$ cat src/rtl/cpu_pkg.sv
// Shared definitions for the CPU issue path: opcodes, sequencer states and instruction field positions.
package cpu_pkg;

  localparam logic [7:0] OP_FWD       = 8'h00;
  localparam logic [7:0] OP_ADD       = 8'h01;
  localparam logic [7:0] OP_SUB       = 8'h02;
  localparam logic [7:0] OP_AND       = 8'h03;
  localparam logic [7:0] OP_OR        = 8'h04;
  localparam logic [7:0] OP_RSV       = 8'h05;
  localparam logic [7:0] OP_MAX_LEGAL = 8'h05;

  localparam int OPC_HI = 31;
  localparam int OPC_LO = 24;
  localparam int DST_HI = 23;
  localparam int DST_LO = 16;
  localparam int SR1_HI = 15;
  localparam int SR1_LO = 8;
  localparam int SR2_HI = 7;
  localparam int SR2_LO = 0;

  typedef enum logic [1:0] {
    ST_IDLE   = 2'd0,
    ST_RUN    = 2'd1,
    ST_STEP1  = 2'd2,
    ST_HALTED = 2'd3
  } state_t;

  // Anything above the reserved no-op opcode must never reach the core.
  function automatic logic is_illegal(input logic [31:0] word);
    return (word[OPC_HI:OPC_LO] > OP_MAX_LEGAL);
  endfunction

endpackage

$ cat src/rtl/sync_fifo.sv
// Single-clock FIFO with occupancy count; push is refused when full regardless of a same-cycle pop.
module sync_fifo #(
  parameter int WIDTH = 32,
  parameter int DEPTH = 8
) (
  input  logic                     clk,
  input  logic                     reset,
  input  logic                     push,
  input  logic                     pop,
  input  logic [WIDTH-1:0]         wdata,
  output logic [WIDTH-1:0]         rdata,
  output logic                     full,
  output logic                     empty,
  output logic [$clog2(DEPTH):0]   count
);

  localparam int AW = $clog2(DEPTH);

  logic [WIDTH-1:0] mem_r [DEPTH];
  logic [AW-1:0]    wr_ptr_r;
  logic [AW-1:0]    rd_ptr_r;
  logic [AW:0]      count_r;
  logic             push_s;
  logic             pop_s;

  assign full   = (count_r == (AW+1)'(DEPTH));
  assign empty  = (count_r == (AW+1)'(0));
  assign count  = count_r;
  assign rdata  = mem_r[rd_ptr_r];
  assign push_s = push && !full;
  assign pop_s  = pop && !empty;

  // Pointer and occupancy bookkeeping; pointers wrap naturally at DEPTH.
  always_ff @(posedge clk or posedge reset) begin
    if (reset) begin
      wr_ptr_r <= '0;
      rd_ptr_r <= '0;
      count_r  <= '0;
    end else begin
      if (push_s) begin
        wr_ptr_r <= wr_ptr_r + AW'(1);
      end
      if (pop_s) begin
        rd_ptr_r <= rd_ptr_r + AW'(1);
      end
      case ({push_s, pop_s})
        2'b10:   count_r <= count_r + (AW+1)'(1);
        2'b01:   count_r <= count_r - (AW+1)'(1);
        default: count_r <= count_r;
      endcase
    end
  end

  // Storage array, written on accepted pushes only.
  always_ff @(posedge clk) begin
    if (push_s) begin
      mem_r[wr_ptr_r] <= wdata;
    end
  end

endmodule

$ cat src/rtl/cpu_issue_ctrl.sv
// Issue sequencer: queues host-loaded instruction words and feeds them to the core under
// run / single-step / halt control, trapping illegal opcodes before they are driven.
module cpu_issue_ctrl
  import cpu_pkg::*;
#(
  parameter int          DEPTH    = 8,
  parameter logic [31:0] NOP_WORD = 32'h0500_0000
) (
  input  logic                   clk,
  input  logic                   reset,
  input  logic                   load_valid,
  input  logic [31:0]            load_data,
  output logic                   load_ready,
  input  logic                   start,
  input  logic                   step,
  input  logic                   halt_req,
  output logic [31:0]            instruction,
  output logic                   issue_valid,
  output logic [1:0]             state,
  output logic [$clog2(DEPTH):0] count,
  output logic [15:0]            issued_cnt,
  output logic                   err
);

  state_t       state_r;
  state_t       next_state_s;
  logic [31:0]  head_s;
  logic         full_s;
  logic         empty_s;
  logic         pop_s;
  logic         issue_s;
  logic         trap_s;
  logic         clr_err_s;
  logic [31:0]  instr_r;
  logic         issue_valid_r;
  logic [15:0]  issued_cnt_r;
  logic         err_r;

  sync_fifo #(
    .WIDTH (32),
    .DEPTH (DEPTH)
  ) u_fifo (
    .clk   (clk),
    .reset (reset),
    .push  (load_valid),
    .pop   (pop_s),
    .wdata (load_data),
    .rdata (head_s),
    .full  (full_s),
    .empty (empty_s),
    .count (count)
  );

  assign load_ready  = !full_s;
  assign instruction = instr_r;
  assign issue_valid = issue_valid_r;
  assign state       = state_r;
  assign issued_cnt  = issued_cnt_r;
  assign err         = err_r;

  // Next-state and issue decisions; HALT_REQ outranks START, which outranks STEP.
  always_comb begin
    next_state_s = state_r;
    pop_s        = 1'b0;
    issue_s      = 1'b0;
    trap_s       = 1'b0;
    clr_err_s    = 1'b0;
    case (state_r)
      ST_IDLE, ST_HALTED: begin
        if (halt_req) begin
          next_state_s = state_r;
        end else if (start) begin
          next_state_s = ST_RUN;
          clr_err_s    = 1'b1;
        end else if (step) begin
          next_state_s = ST_STEP1;
        end else begin
          next_state_s = state_r;
        end
      end
      ST_RUN: begin
        if (halt_req) begin
          next_state_s = ST_HALTED;
        end else if (!empty_s) begin
          pop_s = 1'b1;
          if (is_illegal(head_s)) begin
            trap_s       = 1'b1;
            next_state_s = ST_HALTED;
          end else begin
            issue_s = 1'b1;
          end
        end else begin
          next_state_s = ST_RUN;
        end
      end
      ST_STEP1: begin
        next_state_s = ST_HALTED;
        if (!halt_req && !empty_s) begin
          pop_s = 1'b1;
          if (is_illegal(head_s)) begin
            trap_s = 1'b1;
          end else begin
            issue_s = 1'b1;
          end
        end else begin
          pop_s = 1'b0;
        end
      end
      default: begin
        next_state_s = ST_IDLE;
      end
    endcase
  end

  // State, issue register, issue counter and sticky trap flag.
  always_ff @(posedge clk or posedge reset) begin
    if (reset) begin
      state_r       <= ST_IDLE;
      instr_r       <= NOP_WORD;
      issue_valid_r <= 1'b0;
      issued_cnt_r  <= 16'd0;
      err_r         <= 1'b0;
    end else begin
      state_r       <= next_state_s;
      instr_r       <= issue_s ? head_s : NOP_WORD;
      issue_valid_r <= issue_s;
      if (issue_s) begin
        issued_cnt_r <= issued_cnt_r + 16'd1;
      end
      if (trap_s) begin
        err_r <= 1'b1;
      end else if (clr_err_s) begin
        err_r <= 1'b0;
      end
    end
  end

endmodule

$ cat config.mk
export PLATFORM = sky130hd
export DESIGN_NAME = cpu_issue_ctrl
export DESIGN_NICKNAME = d
export VERILOG_FILES = /design/src/rtl/cpu_pkg.sv /design/src/rtl/sync_fifo.sv /design/src/rtl/cpu_issue_ctrl.sv
export SDC_FILE = /design/constraint.sdc
export NUM_CORES = 1
export LEC_CHECK = 0
export ABC_AREA = 0
export CAP_MARGIN = 20
export CORE_MARGIN = 4
export CORE_UTILIZATION = 30
export DETAILED_ROUTE_END_ITERATION = 12
export SYNTH_ARGS = -nofsm -noshare
export SYNTH_HDL_FRONTEND = slang
export SYNTH_SLANG_ARGS = --single-unit
$ cat constraint.sdc
create_clock -name clk -period 5.52 [get_ports clk]
set_input_delay 1.38 -clock clk [delete_from_list [all_inputs] [get_ports clk]]
set_output_delay 1.38 -clock clk [all_outputs]
set_load 0.05 [all_outputs]
**Run 1: cell area per tile**

The die is cut into 21 by 21 equal tiles; dark blue is low, red is high, 0 to 100% covered.
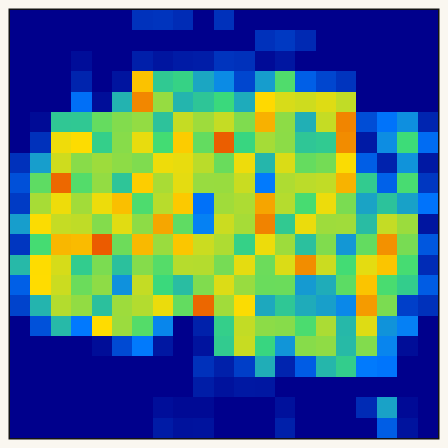
The emptiest ninth of the die: bottom left. The mean over all tiles is 32%. The fullest tile reaches 90%.
Init Core Util: 30.38%
area of the core region: 39,730 µm²
Post-Route Utilization: 36.99%

**Run 1: clock distribution**

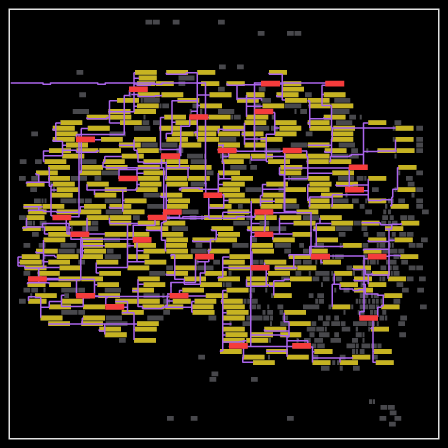
Purple stands for clock wires, length 3,570 µm. Yellow stands for flip-flops, count 318. Red stands for clock-net drivers, count 31.
There are 32 routed clock nets.
fraction of power consumed by the clock network: 28.9%
Clock Skews: 0.01097 ns
insertion delay at the late pin of the worst-skew pair: 0.54 ns
power of the clock network: 1.99 mW

**Run 1: track usage over the die**

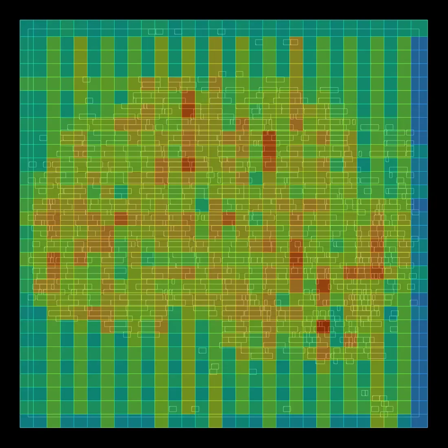
met3 demand-to-capacity share in global routing: 2.312%
global-route met2 utilization: 18.59%
Total GRT Usage: 11.23%

**Run 1: selected gate families**

Scale bar: 50 µm.
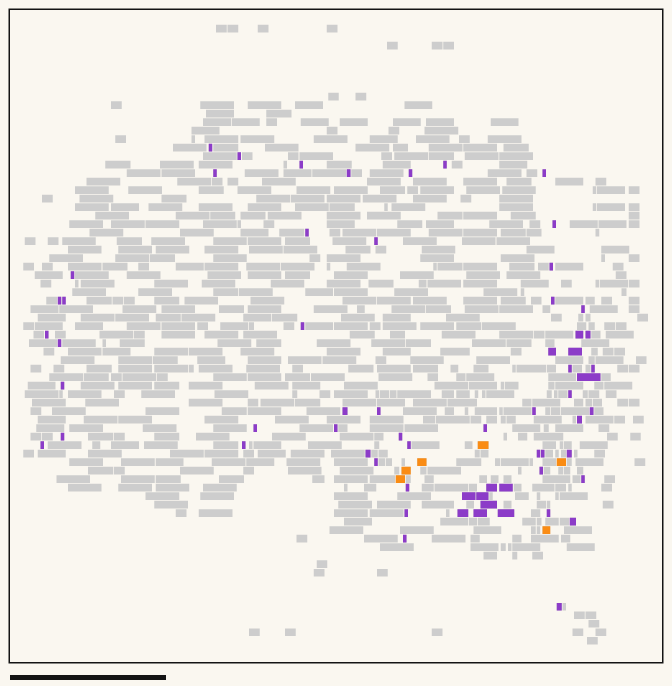
Orange stands for non-inverting ao/oa cells, cells 6, most used o22a_1. Purple stands for nor cells, cells 63, most used nor2_1.
most common cell after layout, fill and taps aside: sky130_fd_sc_hd__edfxtp_1
Cell Count, Final, Fillers Out: 1,273
fraction of area in multi-input gates: 18.56%

==> impl_results.html, run 1 <==
<h3>Flow metrics</h3>
<table>
<tr><th>Metric</th><th>Value</th></tr>
<tr><th colspan="2">GRT</th></tr>
<tr><td>Via count of the first global-routing pass</td><td>6,167</td></tr>
<tr><td>Congestion Overflow GR</td><td>0</td></tr>
<tr><th colspan="2">Final timing</th></tr>
<tr><td>Period minus WS final</td><td>between 3 and 4 ns</td></tr>
<tr><td>Max frequency</td><td>about 260 MHz</td></tr>
<tr><td>Final hold viol count</td><td>0</td></tr>
<tr><td>Period Utilization, post-route</td><td>68.98%</td></tr>
<tr><td>Final total negative setup slack</td><td>0 ns</td></tr>
<tr><th colspan="2">CTS</th></tr>
<tr><td>Post-CTS Hold Fix Bufs</td><td>0</td></tr>
<tr><td>Post-CTS resize count</td><td>0</td></tr>
<tr><th colspan="2">Power and ir drop</th></tr>
<tr><td>Worst-case vdd ir drop</td><td>0.2508 mV</td></tr>
<tr><td>Sw Share</td><td>between 20% and 30%</td></tr>
<tr><th colspan="2">Synthesis</th></tr>
<tr><td>Synth warn</td><td>0</td></tr>
<tr><td>Multiplexer share of the synthesized area</td><td>about 14%</td></tr>
<tr><td>Synthesized area divided by synthesized cell count</td><td>19.98 µm²</td></tr>
<tr><td>Post-Synthesis Cells</td><td>604</td></tr>
<tr><td>Mapped cell area</td><td>approximately 12,000 µm²</td></tr>
<tr><th colspan="2">Place</th></tr>
<tr><td>Global placer's final weighted congestion</td><td>0.7332</td></tr>
<tr><th colspan="2">Finish</th></tr>
<tr><td>Layout cell share with drive strength beyond 1</td><td>roughly 18%</td></tr>
<tr><td>FILL cells</td><td>3,651</td></tr>
<tr><th colspan="2">Critical path</th></tr>
<tr><td>Worst path required time</td><td>roughly 6.0 ns</td></tr>
<tr><td>Max incr delay on CP</td><td>between 1 and 1.5 ns</td></tr>
<tr><td>Worst Reg-to-Reg Cells</td><td>7</td></tr>
<tr><td>Critical path cell sequence</td><td>mux4_2, o21ai_0, o21ba_2, nand3_2, inv_1, nand4_1, xnor2_1</td></tr>
<tr><th colspan="2">Die</th></tr>
<tr><td>Floorplan die height</td><td>~210 µm</td></tr>
<tr><td>Number of top-level pins</td><td>95</td></tr>
<tr><th colspan="2">Status</th></tr>
<tr><td>Outcome</td><td>complete, no violations</td></tr>
<tr><th colspan="2">Detailed routing</th></tr>
<tr><td>Count of nets left with antenna violations after detail routing</td><td>0</td></tr>
</table>
==> run 1: final timing paths <==
path / start / endpoint / slack [ns]
worst max-delay path: u_fifo.rd_ptr_r[0] / issued_cnt[13] / 1.71
worst min-delay path: issued_cnt[15] / issued_cnt[15] / 0.47
worst max register to register: u_fifo.rd_ptr_r[0] / issued_cnt[13] / 1.71
worst min register to register: issued_cnt[15] / issued_cnt[15] / 0.47
max in group asynchronous: reset / instruction[5] / 3.39
min in group asynchronous: reset / issued_cnt[14] / 1.24
==> run 1: metal layers <==
metal | part of all wire (%) | vias to the layer above | global-route usage, %
li1 | - | 2630 | -
met1 | 45 | 2995 | 15.71
met2 | 48 | 148 | 18.59
met3 | 5.7 | 27 | 2.312
met4 | 1.3 | 2 | 1.935
met5 | 0.048 | - | 0
==> run 1: synth_stat cells <==
cell type                   count
sky130_fd_sc_hd__nor4_4         1
sky130_fd_sc_hd__a21o_1         1
sky130_fd_sc_hd__nand3_2        1
sky130_fd_sc_hd__nand3_1        9
sky130_fd_sc_hd__nor3_1         8
sky130_fd_sc_hd__buf_1          3
sky130_fd_sc_hd__nand4_1        4
sky130_fd_sc_hd__edfxtp_1     256
sky130_fd_sc_hd__inv_1         10
sky130_fd_sc_hd__dfrtp_1       60
sky130_fd_sc_hd__nor4b_1        2
sky130_fd_sc_hd__o32ai_1        1
sky130_fd_sc_hd__buf_2         10
sky130_fd_sc_hd__a211o_1        1
sky130_fd_sc_hd__o22ai_1        2
sky130_fd_sc_hd__o31a_1         1
sky130_fd_sc_hd__dfstp_2        2
sky130_fd_sc_hd__fa_1           1
sky130_fd_sc_hd__a311oi_1       1
sky130_fd_sc_hd__nor4_1         2
sky130_fd_sc_hd__and4_1         3
sky130_fd_sc_hd__o22a_1         2
sky130_fd_sc_hd__o21ai_0        7
sky130_fd_sc_hd__and3_1         3
sky130_fd_sc_hd__nor3b_1        4
sky130_fd_sc_hd__nand2_1       14
sky130_fd_sc_hd__mux2i_1       29
sky130_fd_sc_hd__buf_6          3
sky130_fd_sc_hd__a211oi_1       2
sky130_fd_sc_hd__clkbuf_1       8
sky130_fd_sc_hd__nor3b_2        1
sky130_fd_sc_hd__conb_1         1
sky130_fd_sc_hd__a21oi_1        3
sky130_fd_sc_hd__nand2b_1       4
sky130_fd_sc_hd__xnor2_1       11
sky130_fd_sc_hd__a2111oi_0      1
sky130_fd_sc_hd__nor2_1        45
sky130_fd_sc_hd__ha_1           8
sky130_fd_sc_hd__mux4_2        58
sky130_fd_sc_hd__o21ba_2        1
sky130_fd_sc_hd__mux2_2         6
sky130_fd_sc_hd__o21bai_1       2
sky130_fd_sc_hd__xor2_1        12
==> run 1: area by class of cell <==
class | instances | share of cell area [%]
flip-flops and latches | 318 | 62.93
multi-input cells | 256 | 18.56
repair buffers | 108 | 7.203
clock buffers | 46 | 6.079
well taps | 525 | 4.470
clock inverters | 10 | 0.4938
inverters | 10 | 0.2639
==> run 1: sequential cells by signal (all words and copies together) (netlist names) <==
register         cells
u_fifo.count         4
state                2
u_fifo.wr_ptr_r      3
u_fifo.mem_r       256
instruction         32
err                  1
u_fifo.rd_ptr_r      3
issued_cnt          16
issue_valid          1
**Run 1: wiring by layer**

Scale bar: 50 µm.
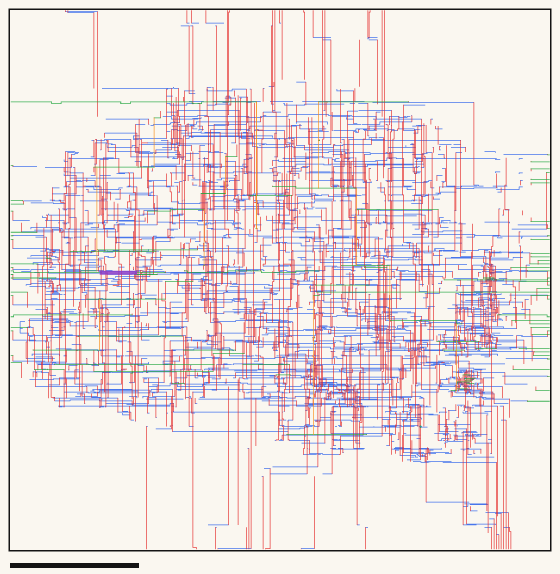

==> run 2: changes to the inputs <==
- clock period: 5.52 -> 3.2 ns (I/O delays scaled with it)
**Run 2: wiring by layer**

Scale bar: 50 µm.
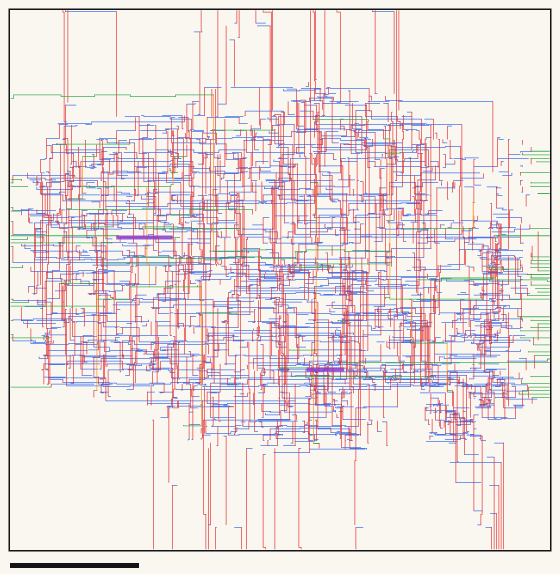
Blue stands for M1, wire length 11,000 µm. Green stands for M3, wire length 1,460 µm. Red stands for M2, wire length 11,900 µm. Orange stands for M4, wire length 434 µm. Purple stands for M5, wire length 33.1 µm.

**Run 2: clock distribution**

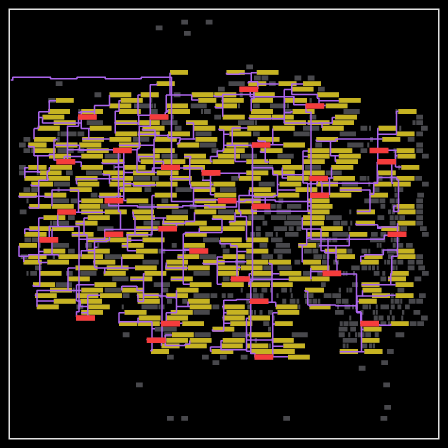
Yellow stands for flip-flops, count 318. Purple stands for clock wires, length 3,750 µm. Red stands for clock-net drivers, count 30.
There are 31 routed clock nets.
insertion delay at the late pin of the worst-skew pair: 0.56 ns
Clock Skews: 0.01605 ns
power of the clock network: 3.51 mW

==> impl_results.html, run 2 <==
<h3>Flow metrics</h3>
<table>
<tr><th>Metric</th><th>Value</th></tr>
<tr><th colspan="2">Finish</th></tr>
<tr><td>Flip-flop count of the largest register after layout</td><td>256</td></tr>
<tr><td>Layout cell share with drive strength beyond 1</td><td>20.18%</td></tr>
<tr><td>Most common cell after layout, fill and taps aside</td><td>sky130_fd_sc_hd__edfxtp_1</td></tr>
<tr><td>Largest reg by FF count</td><td>u_fifo.mem_r</td></tr>
<tr><th colspan="2">Synthesis</th></tr>
<tr><td>Async SR Flop Fraction</td><td>19.50%</td></tr>
<tr><td>Post-synth area hogs</td><td>sky130_fd_sc_hd__edfxtp_1 64%, sky130_fd_sc_hd__dfrtp_1 12%, sky130_fd_sc_hd__mux4_2 11%</td></tr>
<tr><td>Most used standard cells in the synthesized netlist</td><td>256 x sky130_fd_sc_hd__edfxtp_1, 60 x sky130_fd_sc_hd__dfrtp_1, 58 x sky130_fd_sc_hd__mux4_2, 45 x sky130_fd_sc_hd__nor2_1, 29 x sky130_fd_sc_hd__mux2i_1</td></tr>
<tr><td>Dominant synthesized flop cell</td><td>sky130_fd_sc_hd__edfxtp_1</td></tr>
<tr><td>Top-count cell post-synth</td><td>sky130_fd_sc_hd__edfxtp_1</td></tr>
<tr><td>#FFs+latches synth</td><td>roughly 320</td></tr>
<tr><td>Post-synthesis simple-gate area fraction</td><td>4.188%</td></tr>
<tr><td>Synth warn</td><td>0</td></tr>
<tr><td>Mapped cell area</td><td>~12,000 µm²</td></tr>
<tr><td>Synthesized area divided by synthesized cell count</td><td>19.98 µm²</td></tr>
<tr><td>Number of flops mapped to enable cells by yosys</td><td>256</td></tr>
<tr><td>Multiplexer share of the synthesized area</td><td>13.79%</td></tr>
<tr><td>Post-Synthesis Cells</td><td>604</td></tr>
<tr><th colspan="2">CTS</th></tr>
<tr><td>Post-CTS resize count</td><td>0</td></tr>
<tr><td>Total clock sinks</td><td>about 320</td></tr>
<tr><td>Post-CTS Hold Fix Bufs</td><td>0</td></tr>
<tr><td>Inserted Clock Buffers</td><td>30</td></tr>
<tr><th colspan="2">Critical path</th></tr>
<tr><td>Max incr delay on CP</td><td>0.86 ns</td></tr>
<tr><td>Critical path cell sequence</td><td>nor3_1, nand2_1, clkdlybuf4s50_1</td></tr>
<tr><td>Worst path required time</td><td>2.40 ns</td></tr>
<tr><th colspan="2">Final timing</th></tr>
<tr><td>Max frequency</td><td>336.4 MHz</td></tr>
<tr><td>Final hold viol count</td><td>0</td></tr>
<tr><td>RSZ-0062 raised after global routing</td><td>false</td></tr>
<tr><td>Period minus WS final</td><td>2.973 ns</td></tr>
<tr><th colspan="2">GRT</th></tr>
<tr><td>Congestion Overflow GR</td><td>0</td></tr>
<tr><td>Total GRT Usage</td><td>11.29%</td></tr>
<tr><td>Via count of the first global-routing pass</td><td>6,281</td></tr>
<tr><th colspan="2">Detailed routing</th></tr>
<tr><td>Count of nets left with antenna violations after detail routing</td><td>0</td></tr>
<tr><th colspan="2">Die</th></tr>
<tr><td>Area of the core region</td><td>39,730 µm²</td></tr>
<tr><td>Number of top-level pins</td><td>95</td></tr>
<tr><td>Floorplan die height</td><td>208.6 µm</td></tr>
<tr><td>Init Core Util</td><td>30.38%</td></tr>
<tr><th colspan="2">Place</th></tr>
<tr><td>Global placer's final weighted congestion</td><td>0.7354</td></tr>
<tr><th colspan="2">Status</th></tr>
<tr><td>Outcome</td><td>complete, no violations</td></tr>
<tr><th colspan="2">Power and ir drop</th></tr>
<tr><td>Worst-case vdd ir drop</td><td>~0.41 mV</td></tr>
<tr><td>Total power draw</td><td>12.13 mW</td></tr>
</table>
**Run 2: track usage over the die**

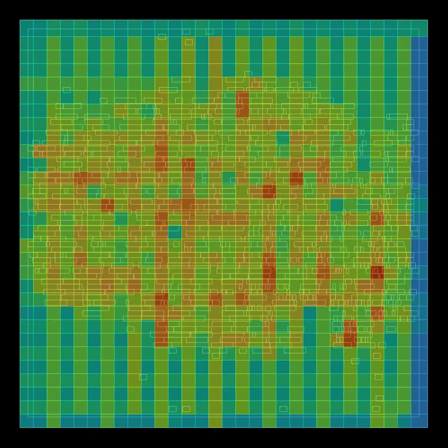
global-route met2 utilization: 18.63%
wire length per cell after detailed routing: 19.29 µm
Post-Route Utilization: 37.57%

## run 2: cell counts after synthesis
No cell type changed its count.
## run 2: per-layer routing
metal	global-route usage, %	vias up	part of all wire [%]
met3	2.747	36	5.9
met2	18.63	135	48
met1	15.54	3096	44
met4	2.070	4	1.7
li1	-	2658	-
met5	0	-	0.13
## run 2: through the flow
step / cell area, µm² / cells / setup TNS, ns / worst slack (ns) / util, %
4_1_cts: 14930 / 1288 / 0 / 0.1893 / 37.57
2_1_floorplan: 12170 / 608 / -9.826 / -0.1237 / -
3_3_place_gp: 13960 / 1232 / 0 / 0.2105 / 35.13
3_5_place_dp: 13960 / 1232 / 0 / 0.1977 / 35.13
6_report: 14930 / 1288 / 0 / 0.2269 / 37.57
5_1_grt: 14930 / 1288 / 0 / 0.1356 / 37.57
## run 2: worst paths after layout
path / endpoint / from / cells after the start / slack, ns
setup reg to reg: issued_cnt[10] / u_fifo.rd_ptr_r[0] / 7 / 0.56
max in group asynchronous: instruction[26] / reset / 3 / 2.00
min in group asynchronous: instruction[29] / reset / 2 / 0.58
hold / removal: issued_cnt[15] / issued_cnt[15] / 1 / 0.47
hold reg to reg: issued_cnt[15] / issued_cnt[15] / 1 / 0.47
setup / recovery: load_ready / u_fifo.count[0] / 3 / 0.23
## run 2: cell families (layout without fill, tap and decap cells)
logic type,after synthesis,in the layout
AND/OR/NAND/NOR,101,101
flip-flops,318,318
other,1,5
adder cells (fa/ha/maj),9,9
multiplexers,93,93
AND-OR/OR-AND,25,25
XOR/XNOR,23,23
buffers and inverters,34,189
## run 2: where the power goes
group / total (mW) / internal (mW) / switching (mW) / leakage [nW]
combinational: 3.15 / 1.50 / 1.65 / 1.57
sequential: 5.47 / 5.08 / 0.389 / 3.13
clock: 3.51 / 2.03 / 1.48 / 0.477
## run 2: cell type report
cell class / count / area [µm²]
Sequential cell: 318 / 9248
Inverter: 10 / 38.79
Fill cell: 3676 / 24810
Timing Repair Buffer: 123 / 1234
Tap cell: 525 / 656.9
Clock inverter: 18 / 158.9
Multi-Input combinational cell: 256 / 2779
Clock buffer: 38 / 812.0
**Run 2: cell area per tile**

The die is cut into 21 by 21 equal tiles; dark blue is low, red is high, 0 to 100% covered.
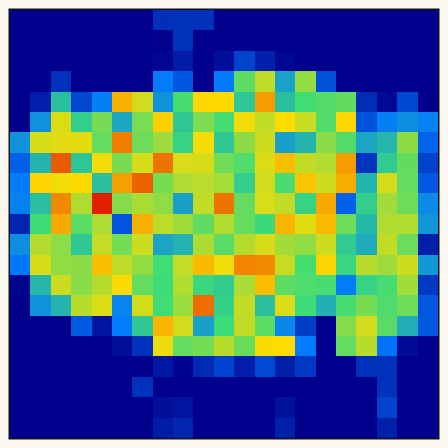

==> run 3: changes to the inputs <==
- CELL_PAD_IN_SITES_DETAIL_PLACEMENT: default -> 1
- CELL_PAD_IN_SITES_GLOBAL_PLACEMENT: default -> 2
- PLACE_DENSITY_LB_ADDON: default -> 0.1
**Run 3: cell area per tile**

The die is cut into 21 by 21 equal tiles; dark blue is low, red is high, 0 to 100% covered.
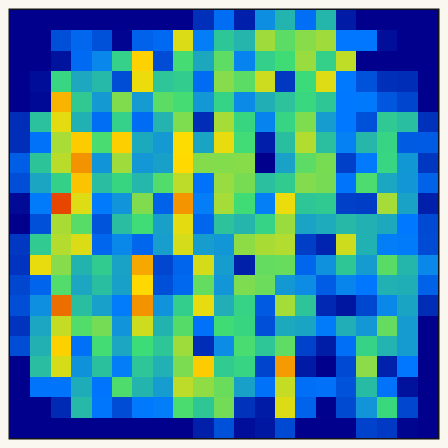
The emptiest ninth of the die: bottom right. 3.6% of the tiles are over 75% full. The mean over all tiles is 34%. The fullest tile reaches 92%. 13% of the tiles are nearly empty.

**Run 3: wiring by layer**

Scale bar: 50 µm.
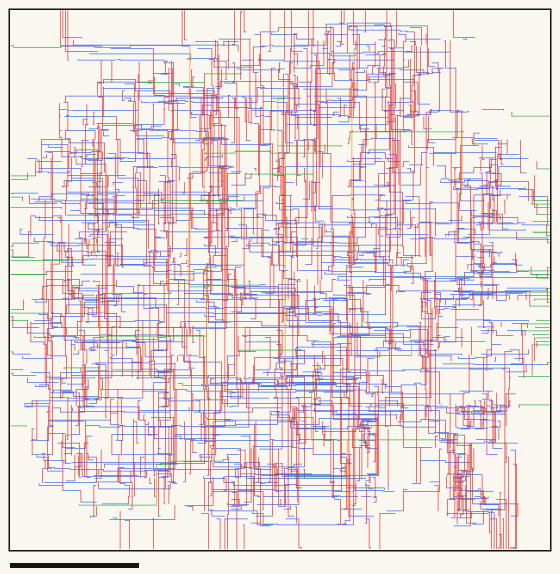
Blue stands for M1, wire length 12,800 µm. Green stands for M3, wire length 1,170 µm. Orange stands for M4, wire length 569 µm. Red stands for M2, wire length 14,400 µm.
via count: 6,068
WL final: 28,990 µm
wire length per cell after detailed routing: 22.28 µm
Total GRT Usage: 13.51%

==> impl_results.html, run 3 <==
<h3>Flow metrics</h3>
<table>
<tr><th>Metric</th><th>Value</th></tr>
<tr><th colspan="2">CTS</th></tr>
<tr><td>Post-CTS resize count</td><td>0</td></tr>
<tr><td>Total clock sinks</td><td>318</td></tr>
<tr><td>Post-CTS Hold Fix Bufs</td><td>0</td></tr>
<tr><th colspan="2">Synthesis</th></tr>
<tr><td>Async SR Flop Fraction</td><td>roughly 20%</td></tr>
<tr><td>Mapped cell area</td><td>about 12,000 µm²</td></tr>
<tr><td>Synth warn</td><td>0</td></tr>
<tr><td>Most used standard cells in the synthesized netlist</td><td>256 x sky130_fd_sc_hd__edfxtp_1, 60 x sky130_fd_sc_hd__dfrtp_1, 58 x sky130_fd_sc_hd__mux4_2, 45 x sky130_fd_sc_hd__nor2_1, 29 x sky130_fd_sc_hd__mux2i_1</td></tr>
<tr><td>Top-count cell post-synth</td><td>sky130_fd_sc_hd__edfxtp_1</td></tr>
<tr><td>Post-Synthesis Cells</td><td>604</td></tr>
<tr><td>Synthesized area divided by synthesized cell count</td><td>approximately 20 µm²</td></tr>
<tr><td>Post-synth area hogs</td><td>sky130_fd_sc_hd__edfxtp_1 64%, sky130_fd_sc_hd__dfrtp_1 12%, sky130_fd_sc_hd__mux4_2 11%</td></tr>
<tr><td>#FFs+latches synth</td><td>318</td></tr>
<tr><th colspan="2">Die</th></tr>
<tr><td>Floorplan die height</td><td>208.6 µm</td></tr>
<tr><td>Init Core Util</td><td>a little under a third</td></tr>
<tr><td>Area of the core region</td><td>39,730 µm²</td></tr>
<tr><th colspan="2">Status</th></tr>
<tr><td>Outcome</td><td>complete, no violations</td></tr>
<tr><th colspan="2">Detailed routing</th></tr>
<tr><td>Count of nets left with antenna violations after detail routing</td><td>0</td></tr>
<tr><th colspan="2">Critical path</th></tr>
<tr><td>Worst path required time</td><td>between 3 and 4 ns</td></tr>
<tr><th colspan="2">Finish</th></tr>
<tr><td>Most common cell after layout, fill and taps aside</td><td>sky130_fd_sc_hd__edfxtp_1</td></tr>
<tr><td>Flip-flop count of the largest register after layout</td><td>256</td></tr>
<tr><td>Cell Count, Final, Fillers Out</td><td>about 1.3k</td></tr>
<tr><th colspan="2">Power and ir drop</th></tr>
<tr><td>Total power draw</td><td>13.26 mW</td></tr>
<tr><td>Worst-case vdd ir drop</td><td>roughly 0.4 mV</td></tr>
<tr><th colspan="2">Final timing</th></tr>
<tr><td>Period Utilization, post-route</td><td>between 80 and 90%</td></tr>
<tr><td>Final hold viol count</td><td>0</td></tr>
<tr><td>Clock Skews</td><td>0.01690 ns</td></tr>
<tr><td>Max frequency</td><td>347.7 MHz</td></tr>
<tr><th colspan="2">Place</th></tr>
<tr><td>Global placer's final weighted congestion</td><td>0.7127</td></tr>
<tr><th colspan="2">GRT</th></tr>
<tr><td>Via count of the first global-routing pass</td><td>6,890</td></tr>
</table>
**Run 3: track usage over the die**

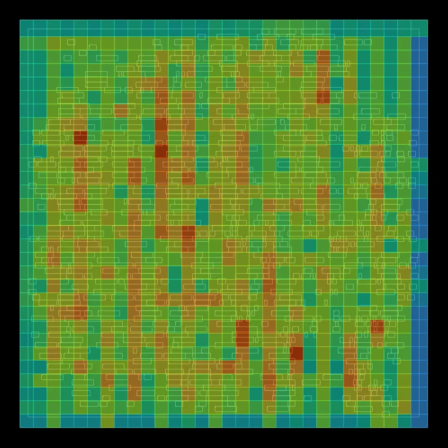
Post-Route Utilization: 38.43%
global-route met2 utilization: 22.86%
met1 Resource Use GR: 18.15%

[run 3: cell counts after synthesis]
No cell type changed its count.
[run 3: cells by family after synthesis]
kind of cell               synth area share, %
AOI/OAI and AO/OA                        1.420
xor gates and xnor gates                 1.669
adders and majority gates               0.9952
buffers and inverters                    1.348
DFF                                      76.56
muxes                                    13.79
other                                  0.03107
and+or+nand+nor                          4.188
[run 3: stage by stage]
stage,setup slack (ns),setup TNS [ns]
finish,0.3241,0
global route,0.1091,0
CTS,0.2906,0
detailed placement,0.1685,0
global placement,0.2088,0
floorplan,-0.1237,-9.826
[run 3: area by class of cell]
type,instances,area (µm²)
Fill cell,3909,24460
Timing Repair Buffer,123,1221
Clock buffer,48,1040
Multi-Input combinational cell,256,2779
Sequential cell,318,9248
Inverter,10,38.79
Clock inverter,21,286.5
Tap cell,525,656.9
[run 3: power by group]
| part | switching, mW | internal, mW | leakage (nW) |
|---|---|---|---|
| Combinational | 1.76 | 1.48 | 1.57 |
| Clock | 1.66 | 2.87 | 0.651 |
| Sequential | 0.409 | 5.08 | 3.13 |
[run 3: path summary, 6_finish.rpt]
path,cells past startpoint,to,startpoint
max,8,issued_cnt[10],u_fifo.rd_ptr_r[0]
min,1,issued_cnt[15],issued_cnt[15]
max reg2reg,8,issued_cnt[10],u_fifo.rd_ptr_r[0]
min reg2reg,1,issued_cnt[15],issued_cnt[15]
max in group asynchronous,3,instruction[24],reset
min in group asynchronous,2,state[0],reset
[run 3: routing by layer]
layer | up-vias | wire length [µm] | GRT usage, %
met2 | 108 | 14450 | 22.86
met1 | 3255 | 12800 | 18.15
li1 | 2665 | - | -
met3 | 40 | 1170 | 2.537
met4 | 0 | 569 | 3.465
met5 | - | 0 | 0
[run 3: critical path, stage by stage (launching register included)]
cell and delay, ns:
sky130_fd_sc_hd__dfrtp_4 0.73, sky130_fd_sc_hd__mux4_2 0.56, sky130_fd_sc_hd__o21ai_0 0.31, sky130_fd_sc_hd__buf_4 0.19
sky130_fd_sc_hd__o21ba_2 0.16, sky130_fd_sc_hd__nand3_2 0.14, sky130_fd_sc_hd__buf_4 0.26, sky130_fd_sc_hd__nor3b_1 0.26
sky130_fd_sc_hd__xor2_1 0.18
No activity file was given, so power comes from the tool's default toggle rates.
